==> run_1/cell_classes.png <==
Fill, decap, tap and diode cells in gray.
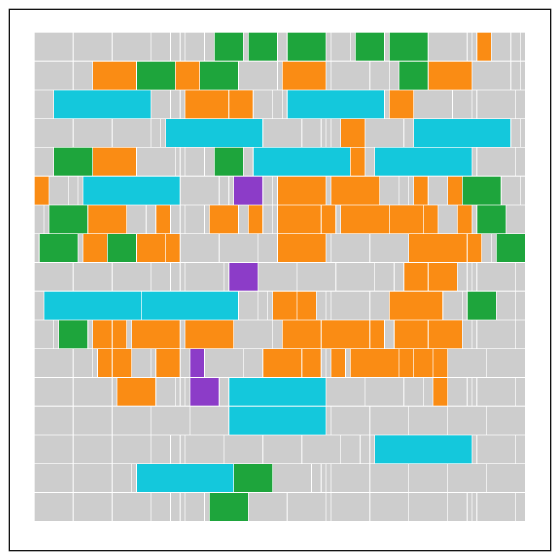
==> run_1/clock_map.png <==
Bar = 20 um.
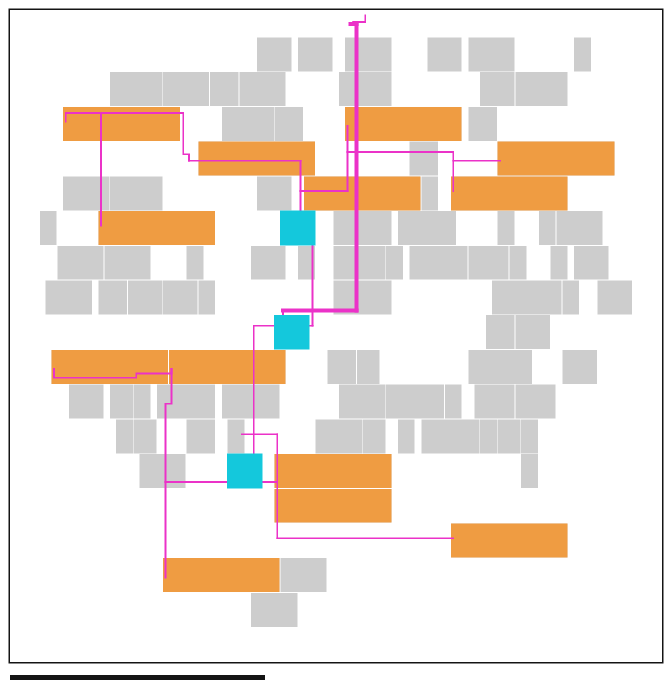
==> run_1/metal_stack.png <==
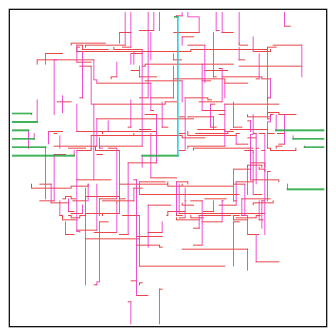
===== src/rtl/shift194_pkg.sv =====
`default_nettype none
// ---------------------------------------------------------------------------
// shift194_pkg : mode-pin codes and controller state encoding for the 74HC194 pair
// Rev 1.0
// ---------------------------------------------------------------------------
package shift194_pkg;

  localparam logic [1:0] MODE_HOLD = 2'b00;
  localparam logic [1:0] MODE_SHR  = 2'b01;
  localparam logic [1:0] MODE_SHL  = 2'b10;
  localparam logic [1:0] MODE_LOAD = 2'b11;

  typedef enum logic [1:0] {
    ST_IDLE  = 2'b00,
    ST_LOAD  = 2'b01,
    ST_SHIFT = 2'b10,
    ST_GAP   = 2'b11
  } state_e;

endpackage
`default_nettype wire


===== src/rtl/shift194_tx_ctrl.sv =====
`default_nettype none
// ---------------------------------------------------------------------------
// shift194_tx_ctrl : valid/ready word intake, 194 load + 4 shifts, serial readback
// Rev 1.0
// ---------------------------------------------------------------------------
module shift194_tx_ctrl
  import shift194_pkg::*;
#(
  parameter logic FILL  = 1'b0,
  parameter int   GAP   = 1,
  parameter int   GAP_W = 3
) (
  input  logic       CP,
  input  logic       CR,
  input  logic [3:0] Din,
  input  logic       Dvalid,
  input  logic       Dir,
  output logic       Dready,
  input  logic [3:0] Q_fb,
  output logic       S1,
  output logic       S0,
  output logic [3:0] D,
  output logic       Dsr,
  output logic       Dsl,
  output logic       Sout,
  output logic       Sout_valid,
  output logic       Busy,
  output logic       Done
);

  localparam logic [GAP_W-1:0] GAP_LAST = GAP_W'((GAP > 0) ? (GAP - 1) : 0);

  state_e           state_q,   state_d;
  logic [3:0]       word_q,    word_d;
  logic             dir_q,     dir_d;
  logic [1:0]       bit_cnt_q, bit_cnt_d;
  logic [GAP_W-1:0] gap_cnt_q, gap_cnt_d;
  logic             done_q,    done_d;

  // Only the bit at the outgoing end of the register is ever read back
  logic unused_qfb;
  assign unused_qfb = ^Q_fb[2:1];

  always_comb begin
    state_d   = state_q;
    word_d    = word_q;
    dir_d     = dir_q;
    bit_cnt_d = bit_cnt_q;
    gap_cnt_d = gap_cnt_q;
    done_d    = 1'b0;
    case (state_q)
      ST_IDLE: begin
        if (Dvalid) begin
          word_d  = Din;
          dir_d   = Dir;
          state_d = ST_LOAD;
        end
      end
      ST_LOAD: begin
        bit_cnt_d = '0;
        state_d   = ST_SHIFT;
      end
      ST_SHIFT: begin
        bit_cnt_d = bit_cnt_q + 2'd1;
        if (bit_cnt_q == 2'd3) begin
          done_d    = 1'b1;
          gap_cnt_d = '0;
          state_d   = (GAP > 0) ? ST_GAP : ST_IDLE;
        end
      end
      ST_GAP: begin
        gap_cnt_d = gap_cnt_q + GAP_W'(1);
        if (gap_cnt_q == GAP_LAST) state_d = ST_IDLE;
      end
      default: state_d = ST_IDLE;
    endcase
  end

  always_ff @(posedge CP or negedge CR) begin
    if (!CR) begin
      state_q   <= ST_IDLE;
      word_q    <= '0;
      dir_q     <= 1'b0;
      bit_cnt_q <= '0;
      gap_cnt_q <= '0;
      done_q    <= 1'b0;
    end else begin
      state_q   <= state_d;
      word_q    <= word_d;
      dir_q     <= dir_d;
      bit_cnt_q <= bit_cnt_d;
      gap_cnt_q <= gap_cnt_d;
      done_q    <= done_d;
    end
  end

  // Last SHIFT cycle holds, leaving the register at the word shifted by three
  always_comb begin
    Dready     = 1'b0;
    {S1, S0}   = MODE_HOLD;
    D          = '0;
    Sout       = 1'b0;
    Sout_valid = 1'b0;
    Busy       = 1'b1;
    case (state_q)
      ST_IDLE: begin
        Dready = 1'b1;
        Busy   = 1'b0;
      end
      ST_LOAD: begin
        {S1, S0} = MODE_LOAD;
        D        = word_q;
      end
      ST_SHIFT: begin
        Sout_valid = 1'b1;
        Sout       = dir_q ? Q_fb[0] : Q_fb[3];
        if (bit_cnt_q != 2'd3) {S1, S0} = dir_q ? MODE_SHL : MODE_SHR;
      end
      default: ;
    endcase
  end

  assign Dsr  = FILL;
  assign Dsl  = FILL;
  assign Done = done_q;

endmodule
`default_nettype wire


===== config.mk =====
export PLATFORM = sky130hd
export DESIGN_NAME = shift194_tx_ctrl
export DESIGN_NICKNAME = d
export VERILOG_FILES = /design/src/rtl/shift194_pkg.sv /design/src/rtl/shift194_tx_ctrl.sv
export SDC_FILE = /design/constraint.sdc
export NUM_CORES = 1
export LEC_CHECK = 0
export CAP_MARGIN = 20
export CORE_MARGIN = 2
export CORE_UTILIZATION = 35
export DETAILED_ROUTE_END_ITERATION = 12
export GPL_ROUTABILITY_DRIVEN = 0
export SYNTH_ARGS = -nofsm -noshare
export SYNTH_HDL_FRONTEND = slang
export SYNTH_SLANG_ARGS = --single-unit

===== constraint.sdc =====
create_clock -name CP -period 3.72 [get_ports CP]
set_input_delay 0.744 -clock CP [delete_from_list [all_inputs] [get_ports CP]]
set_output_delay 0.744 -clock CP [all_outputs]
set_load 0.1 [all_outputs]

==> flow_metrics.py, run 1 <==
# Physical implementation metrics
metrics = {
    "synthesis": {
        "post_synthesis_cell_type_with_the_largest_combined_area": "sky130_fd_sc_hd__dfrtp_1",
        "top_cells_by_area_in_the_synthesized_netlist": "sky130_fd_sc_hd__dfrtp_1 (42%), sky130_fd_sc_hd__ha_1 (13%), sky130_fd_sc_hd__mux2_2 (7.3%), sky130_fd_sc_hd__and2_1 (4.0%), sky130_fd_sc_hd__inv_1 (3.4%)",
        "synthCells": 73,
        "synth-area-yosys_sq_um": 776,
        "post_synth_fa_ha_maj_area_fraction_pct": 12.9,
        "postSynthRegisterBits": 13,
        "yosysSeqAreaShare_pct": 41.9,
        "synth.area.mux_share_pct": 11.3,
        "synth_cell_type_count": 26,
        "yosys.area_share.simple_pct": 16.0,
        "yosys-stat-cells": 73,
        "synth_warnings": 0,
        "synthDominantCellAreaShare_pct": 41.9,
    },
    "layout": {
        "top_regs": "word_q x4, gap_cnt_q x3",
        "registers.top_by_ff_count": "word_q",
        "nMultiInputCombCells": 50,
        "area.share.sequential_pct": 32.7,
        "final_design_instance_area_without_fill_sq_um": 993,
        "buffer_area_share_pct": 17.6,
        "clock_buffer_count": 4,
        "top_cell_excl_fill_tap": "sky130_fd_sc_hd__dfrtp_1",
        "numSequentialCells": 13,
        "final_cell_mix": "sky130_fd_sc_hd__dfrtp_1 (13), sky130_fd_sc_hd__clkdlybuf4s50_1 (10), sky130_fd_sc_hd__buf_4 (10)",
        "seqCellArea_sq_um": 325,
        "area.share.combinational_pct": 40.4,
        "mi_logic_area_sq_um": 402,
        "final.signal_inverter_count": 8,
        "largest_register_ff_count": 4,
    },
    "worst_setup_path": {
        "critical_path.cell_chain": "inv_1 > ha_1 > nand2b_1 > nor2_1 > o21a_1 > buf_4",
        "timing_worst_setup_path_type": "register to output pin",
        "timing.critical_path.slowest_cell_delay_ps": 420,
        "crit-reg2reg-capture": "state_q[1]$_DFFE_PN0P_",
        "critPathTopFamily": "flip-flops",
        "timing.critical_path.to_type": "output pin",
        "critical_path.reg2reg.startpoint": "state_q[0]$_DFFE_PN0P_",
        "setup.worst_path.start_class": "register",
    },
    "drt": {
        "highest_layer": "met4",
        "post-route-drc-count": 0,
        "drtPass1Iterations": 4,
        "postRouteAntennaNets": 0,
        "wl_met3_um": 55,
        "route.detailed.wl_per_inst_um": 10.7,
        "drt_first_iter_violations": 6,
        "detail_route.vias_per_cell": 4.51,
        "dr_total_vias": 555,
        "wl_mm": 1.32,
    },
    "timing": {
        "setup_viol": 0,
        "final-hold-violation-count": 0,
        "slew_violations": 0,
        "final.hold.worst_slack_ps": 501,
        "max_freq_ghz": 0.384,
    },
    "global_routing": {
        "first_global_vias": 487,
        "gr-max-usage-layer": "met1",
        "grt_remaining_overflow": 0,
        "global_route_usage_over_all_layers_pct": 11.7,
        "global_route.usage.met3_pct": 2.05,
        "wire_length_of_the_first_global_routing_pass_mm": 2.26,
        "globalRouteMet1Util_pct": 16.9,
        "m2_gr_usage_pct": 16.2,
        "antenna_found_initial": 0,
    },
    "run_status": {
        "status": "completed",
    },
    "cts": {
        "clock_path_buffers": 2,
        "clock_sink_count": 13,
        "h-tree-depth": 1,
        "post_cts_hold_buffer_count": 0,
        "clock_tree_from_tritoncts": "yes",
        "cts_resized": 0,
        "ctsRootBufferMaster": "sky130_fd_sc_hd__clkbuf_4",
    },
    "die": {
        "die_h_um": 51.1,
        "taps": 28,
        "die_width_um": 51.1,
    },
    "placement": {
        "port_buffers": 20,
    },
    "worst_hold_path": {
        "min_delay_path_depth": 1,
        "timing.hold.worst.start": "word_q[1]$_DFFE_PN0P_",
    },
}
## Picture notes: cell_classes.png
legend:
  green:
    class: other buffers and delay cells
    cells: 20
    share_of_their_area: 18%
  cyan:
    class: flops
    cells: 13
    share_of_their_area: 34%
  purple:
    class: clock drivers and dummy loads
    cells: 4
    share_of_their_area: 2.7%
  orange:
    class: all other logic
    cells: 58
    share_of_their_area: 45%

## Picture notes: clock_map.png
legend:
  orange:
    item: flip-flops
    count: 13
  cyan:
    item: cells driving clock nets
    count: 3
  magenta:
    item: clock wires
    length: 181 um
routed clock nets: 4

## Picture notes: metal_stack.png
legend:
  green:
    layer: met3
    wire_length: 55.5 um
  magenta:
    layer: met2
    wire_length: 580 um
  red:
    layer: met1
    wire_length: 662 um
  cyan:
    layer: met4
    wire_length: 22.4 um

-- run 1: synthesized netlist by cell type, drive strengths merged --
| cell | number |
|---|---|
| or3b | 1 |
| nor2b | 2 |
| and2 | 5 |
| conb | 1 |
| o21ai | 2 |
| nand3b | 1 |
| a2bb2oi | 1 |
| a21oi | 1 |
| nand3 | 2 |
| a21bo | 1 |
| nand2 | 5 |
| o311ai | 1 |
| nand2b | 2 |
| mux2 | 6 |
| ha | 8 |
| o21a | 2 |
| mux2i | 2 |
| nor2 | 4 |
| a221oi | 1 |
| a32o | 1 |
| dfrtp | 13 |
| buf | 3 |
| inv | 7 |
| clkinv | 1 |
--- run 2 (diff from run 1) ---
- clock period: 3.72 -> 2.5 ns (I/O delays scaled with it)
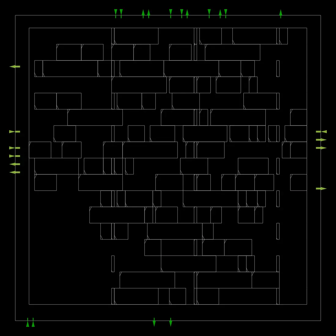
(run_2/final_placement.png)
final cell count without fillers: 123
fraction of area in registers: 30.0%
number of sequential cells in the layout: 13

==> run 2 against run 1 <==
- final cell count stayed put
- via count is 3.8% higher
- first-iteration DRC count went up to 2.7 times the previous value
- hold slack hardly changed
- critical path depth stayed put
- wire length is 9.0% higher
- register-to-register slack worse by 1100 ps
- synthesized cell count stayed put
- sequential cell count stayed put
- critical endpoint unchanged
==> flow_metrics.py, run 2 <==
# Physical implementation metrics
metrics = {
    "drt": {
        "detail_route.vias_per_cell": 4.68,
        "drt_first_iter_violations": 16,
        "dr_total_vias": 576,
        "wl_mm": 1.44,
        "route.detailed.wl_per_inst_um": 11.7,
        "post-route-drc-count": 0,
        "postRouteAntennaNets": 0,
        "drtPass1Iterations": 3,
    },
    "layout": {
        "clock_buffer_count": 4,
        "registers.top_by_ff_count": "word_q",
        "final.signal_inverter_count": 8,
        "area.share.combinational_pct": 37.7,
        "diodes": 0,
        "largest_register_ff_count": 4,
        "share_of_post_route_cells_with_drive_strength_above_1_pct": 27.4,
        "final_design_instance_area_without_fill_sq_um": 1090,
        "area_growth_pct": 40.0,
        "dominant-cell-class": "combinational gates",
        "mi_logic_area_sq_um": 409,
        "final_layout_net_count": 116,
        "final_cell_mix": "sky130_fd_sc_hd__dfrtp_1 (13), sky130_fd_sc_hd__clkdlybuf4s50_1 (9), sky130_fd_sc_hd__inv_1 (7), sky130_fd_sc_hd__ha_1 (7), sky130_fd_sc_hd__buf_12 (7)",
        "top_cell_excl_fill_tap": "sky130_fd_sc_hd__dfrtp_1",
        "n_all_buffers": 20,
        "top_regs": "word_q x4, gap_cnt_q x3",
        "clock_area_share_pct": 2.42,
        "buffer_area_share_pct": 24.0,
        "seqCellArea_sq_um": 325,
        "final.fill_count": 190,
        "nMultiInputCombCells": 50,
    },
    "synthesis": {
        "synthTopCellsByCount": "sky130_fd_sc_hd__dfrtp_1 (13), sky130_fd_sc_hd__ha_1 (8), sky130_fd_sc_hd__inv_1 (7)",
        "yosys-stat-cells": 73,
        "yosys.area_share.simple_pct": 16.0,
        "post_synth_instance_area_sq_um": 776,
        "synth_warnings": 0,
        "synthXorXnorAreaFrac_pct": 0,
        "top_logic_kind": "simple AND/OR/NAND/NOR gates",
        "synthMostInstantiatedCell": "sky130_fd_sc_hd__dfrtp_1",
        "synth.area.mux_share_pct": 11.3,
        "synth_cell_type_count": 26,
        "yosysSeqAreaShare_pct": 41.9,
        "synthFlopType": "sky130_fd_sc_hd__dfrtp_1",
        "postSynthRegisterBits": 13,
        "synth_area_per_cell_sq_um": 10.6,
        "synth-area-yosys_sq_um": 776,
        "edf_count": 0,
        "top_cells_by_area_in_the_synthesized_netlist": "sky130_fd_sc_hd__dfrtp_1 (42%), sky130_fd_sc_hd__ha_1 (13%), sky130_fd_sc_hd__mux2_2 (7.3%), sky130_fd_sc_hd__and2_1 (4.0%), sky130_fd_sc_hd__inv_1 (3.4%)",
        "synthDominantCellAreaShare_pct": 41.9,
        "synthArstFlopShare_pct": 100,
        "post_synthesis_cell_type_with_the_largest_combined_area": "sky130_fd_sc_hd__dfrtp_1",
        "post_synth_fa_ha_maj_area_fraction_pct": 12.9,
        "synthCells": 73,
        "compound_area_share_pct": 10.6,
    },
    "cts": {
        "number_of_cts_inserted_buffers": 3,
        "post-cts-setup-buffer-count": 0,
        "clock_tree_from_tritoncts": "yes",
        "ctsRootBufferMaster": "sky130_fd_sc_hd__clkbuf_4",
        "cts_resized": 0,
        "clock_sink_count": 13,
        "clock_path_buffers": 2,
        "worstSkewPairLatency_ps": 280,
        "clk_transition_reported_paths_ps": 80,
        "h-tree-depth": 1,
        "post_cts_hold_buffer_count": 0,
    },
    "worst_setup_path": {
        "timing_worst_setup_path_type": "register to output pin",
        "critical_path.cell_chain": "inv_1 > ha_2 > nand2b_1 > nor2_1 > o21a_2 > buf_12",
        "crit_arrival_ps": 1700,
        "worstSetupEndpoint": "S0",
        "timing.critical_path.to_type": "output pin",
        "timing.critical_path.slowest_cell_delay_ps": 420,
        "critical_path.reg2reg.startpoint": "state_q[0]$_DFFE_PN0P_",
        "cp.required_ps": 2000,
        "setup.worst_path.start_class": "register",
        "crit_buf_inv": 2,
        "critical_path.startpoint": "state_q[0]$_DFFE_PN0P_",
        "cp_num_cells": 6,
        "worst_r2r_setup_slack_ps": 870,
        "timing.critical_path.slowest_stage_cell": "sky130_fd_sc_hd__dfrtp_1",
        "largest_fanout_of_any_net_on_the_critical_path": 12,
        "worst-r2r-cell-count": 5,
        "critPathTopFamily": "flip-flops",
        "crit-reg2reg-capture": "state_q[1]$_DFFE_PN0P_",
    },
    "timing": {
        "final-hold-violation-count": 0,
        "layout_min_cycle_time_ps": 2200,
        "max_freq_ghz": 0.456,
        "setup_viol": 0,
        "slew_violations": 0,
        "timing.max_slew.rel_slack_pct": 61.5,
        "setup_repair_after_global_routing_missed_its_margin": "false",
        "fin_crit_sh_pct": 87.8,
        "finClkSkew_ps": 6.88,
        "worst_slew_pin_slew_ps": 576,
    },
    "die": {
        "die-area_sq_um": 2610,
        "rows": 17,
        "floorplanUtilization_pct": 36.1,
        "die_width_um": 51.1,
        "fp.coreArea_sq_um": 2150,
        "taps": 28,
        "die_h_um": 51.1,
        "design.portCount": 25,
    },
    "placement": {
        "port_buffers": 20,
        "dp.final_hpwl_mm": 1.16,
        "dpl-instance-area_sq_um": 1060,
        "placed_cells_incl_taps": 119,
    },
    "global_routing": {
        "antenna_found_initial": 0,
        "grt_start_max_net_pins": 14,
        "first_global_vias": 581,
        "grt_remaining_overflow": 0,
        "wire_length_of_the_first_global_routing_pass_mm": 2.49,
        "global_route_usage_over_all_layers_pct": 13.3,
    },
    "flow_run": {
        "maxCapViolations": 0,
        "log.warning_count": 34,
    },
    "worst_hold_path": {
        "timing.hold.worst.start": "word_q[0]$_DFFE_PN0P_",
        "worst_hold_path_type": "register to register",
        "min_delay_path_depth": 1,
        "whs_endpoint": "word_q[0]$_DFFE_PN0P_",
    },
    "run_status": {
        "status": "completed",
    },
}
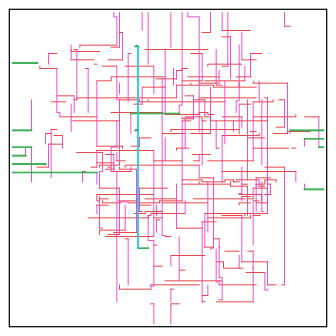
(run_2/metal_stack.png)
legend:
  red:
    layer: met1
    wire_length: 639 um
  green:
    layer: met3
    wire_length: 53.0 um
  magenta:
    layer: met2
    wire_length: 714 um
  cyan:
    layer: met4
    wire_length: 32.6 um

-- run 2: stage by stage --
step / setup TNS [ps] / setup WS, ps / hold slack (ps) / util [%]
2_1_floorplan: -135 / -82.8 / 204 / -
3_3_place_gp: 0 / 628 / 479 / 49.3
3_5_place_dp: 0 / 586 / 486 / 49.3
4_1_cts: 0 / 270 / 506 / 50.6
5_1_grt: 0 / 174 / 525 / 50.6
6_report: 0 / 305 / 501 / 50.6
-- run 2: metal layers --
metal  GRT usage [%]  vias up  part of all wire (%)
met4            9.46        0                   2.2
met1            15.6      274                    44
met5               0        -                     0
met3            3.22        3                   3.6
met2            21.0       15                    50
li1                -      284                     -
--- run 3 (diff from run 2) ---
- GPL_TIMING_DRIVEN: not set -> 0
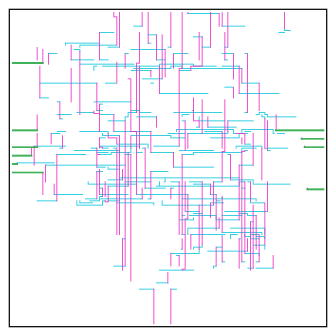
(run_3/metal_stack.png)
legend:
  cyan:
    layer: met1
    wire_length: 641 um
  magenta:
    layer: met2
    wire_length: 659 um
  green:
    layer: met3
    wire_length: 38.0 um

==> run 3 against run 2 <==
- die area is the same
- via count grew 0.69%
- non-clock buffer count grew 3
- sequential share of layout area grew 1.2 points
==> flow_metrics.py, run 3 <==
# Physical implementation metrics
metrics = {
    "worst_setup_path": {
        "critical_path.reg2reg.startpoint": "state_q[0]$_DFFE_PN0P_",
        "timing.critical_path.slowest_stage_cell": "sky130_fd_sc_hd__dlygate4sd2_1",
        "timing.critical_path.slowest_cell_delay_ps": 840,
        "crit_arrival_ps": 1910,
        "timing_worst_setup_path_type": "register to output pin",
        "critical_path.startpoint": "state_q[0]$_DFFE_PN0P_",
        "largest_fanout_of_any_net_on_the_critical_path": 5,
    },
    "timing": {
        "layout_min_cycle_time_ps": 2410,
        "slew_violations": 0,
        "finClkSkew_ps": 8.17,
        "final-hold-violation-count": 0,
        "setup_ws_ps": 90.0,
        "fin_crit_sh_pct": 96.4,
    },
    "drt": {
        "drt_first_iter_violations": 2,
        "drtPass1Iterations": 2,
        "postRouteAntennaNets": 0,
        "wl_met1_um": 640,
        "highest_layer": "met3",
        "dr_total_vias": 580,
        "wl_met3_um": 38,
        "detail_route.vias_per_cell": 4.60,
    },
    "flow_run": {
        "log.warning_count": 34,
    },
    "cts": {
        "number_of_cts_inserted_buffers": 3,
        "clk_transition_reported_paths_ps": 90,
        "post_cts_hold_buffer_count": 0,
        "clock_path_buffers": 2,
        "ctsRootBufferMaster": "sky130_fd_sc_hd__clkbuf_4",
        "worstSkewPairLatency_ps": 280,
        "post-cts-setup-buffer-count": 0,
    },
    "synthesis": {
        "synthTopCellsByCount": "sky130_fd_sc_hd__dfrtp_1 (13), sky130_fd_sc_hd__ha_1 (8), sky130_fd_sc_hd__inv_1 (7)",
        "synthMostInstantiatedCell": "sky130_fd_sc_hd__dfrtp_1",
        "yosysSeqAreaShare_pct": 41.9,
        "synth_warnings": 0,
        "synthFlopType": "sky130_fd_sc_hd__dfrtp_1",
        "edf_count": 0,
        "synth_area_per_cell_sq_um": 10.6,
        "compound_area_share_pct": 10.6,
        "yosys-stat-cells": 73,
        "synthCells": 73,
        "postSynthRegisterBits": 13,
    },
    "global_routing": {
        "globalRouteMet1Util_pct": 14.8,
        "m2_gr_usage_pct": 18.8,
        "grt_start_max_net_pins": 14,
        "global_route_usage_over_all_layers_pct": 11.7,
        "global_route.usage.met3_pct": 2.63,
        "gr-max-usage-layer": "met2",
        "wire_length_of_the_first_global_routing_pass_mm": 2.30,
        "antenna_found_initial": 0,
    },
    "layout": {
        "final_design_instance_area_without_fill_sq_um": 1040,
        "finish.utilization_pct": 48.6,
        "area_growth_pct": 34.7,
        "top_regs": "word_q x4, gap_cnt_q x3",
        "registers.top_by_ff_count": "word_q",
        "final_cell_mix": "sky130_fd_sc_hd__dfrtp_1 (13), sky130_fd_sc_hd__clkdlybuf4s50_1 (10), sky130_fd_sc_hd__inv_1 (7), sky130_fd_sc_hd__ha_1 (7)",
        "final_layout_net_count": 119,
        "share_of_post_route_cells_with_drive_strength_above_1_pct": 26.5,
    },
    "run_status": {
        "status": "completed",
    },
    "die": {
        "fp.coreArea_sq_um": 2150,
        "die_h_um": 51.1,
        "die_width_um": 51.1,
    },
    "placement": {
        "dp.final_hpwl_mm": 1.06,
        "port_buffers": 20,
    },
}
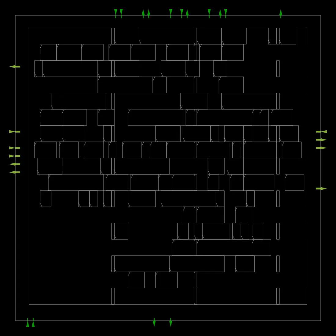
(run_3/final_placement.png)
Tapcell Cnt: 28
Core Rows: 17

==> run 3: cell counts after synthesis <==
No cell type changed its count.
==> run 3: cell type report <==
type / count / area, sq um
clock buffers: 3 / 22.5
clock inverters: 1 / 5.00
well taps: 28 / 35.0
flip-flops and latches: 13 / 325
multi-input cells: 50 / 409
fillers: 186 / 1100
repair buffers: 20 / 195
plain buffers: 3 / 22.5
inverters: 8 / 30.0
==> run 3: worst max path at each step <==
stage / to / slack, ps / cells after the start
2_1_floorplan: Sout / -80 / 4
3_3_place_gp: S0 / -300 / 7
3_5_place_dp: S0 / -310 / 7
4_1_cts: S1 / 30 / 7
5_1_grt: Dready / 20 / 3
6_report: Busy / 90 / 4
==> run 3: what timing repair did <==
item / in CTS / in global routing
setup endpoints to repair: 10 / 2
cloned: 0 / 0
gates resized: 26 / 3
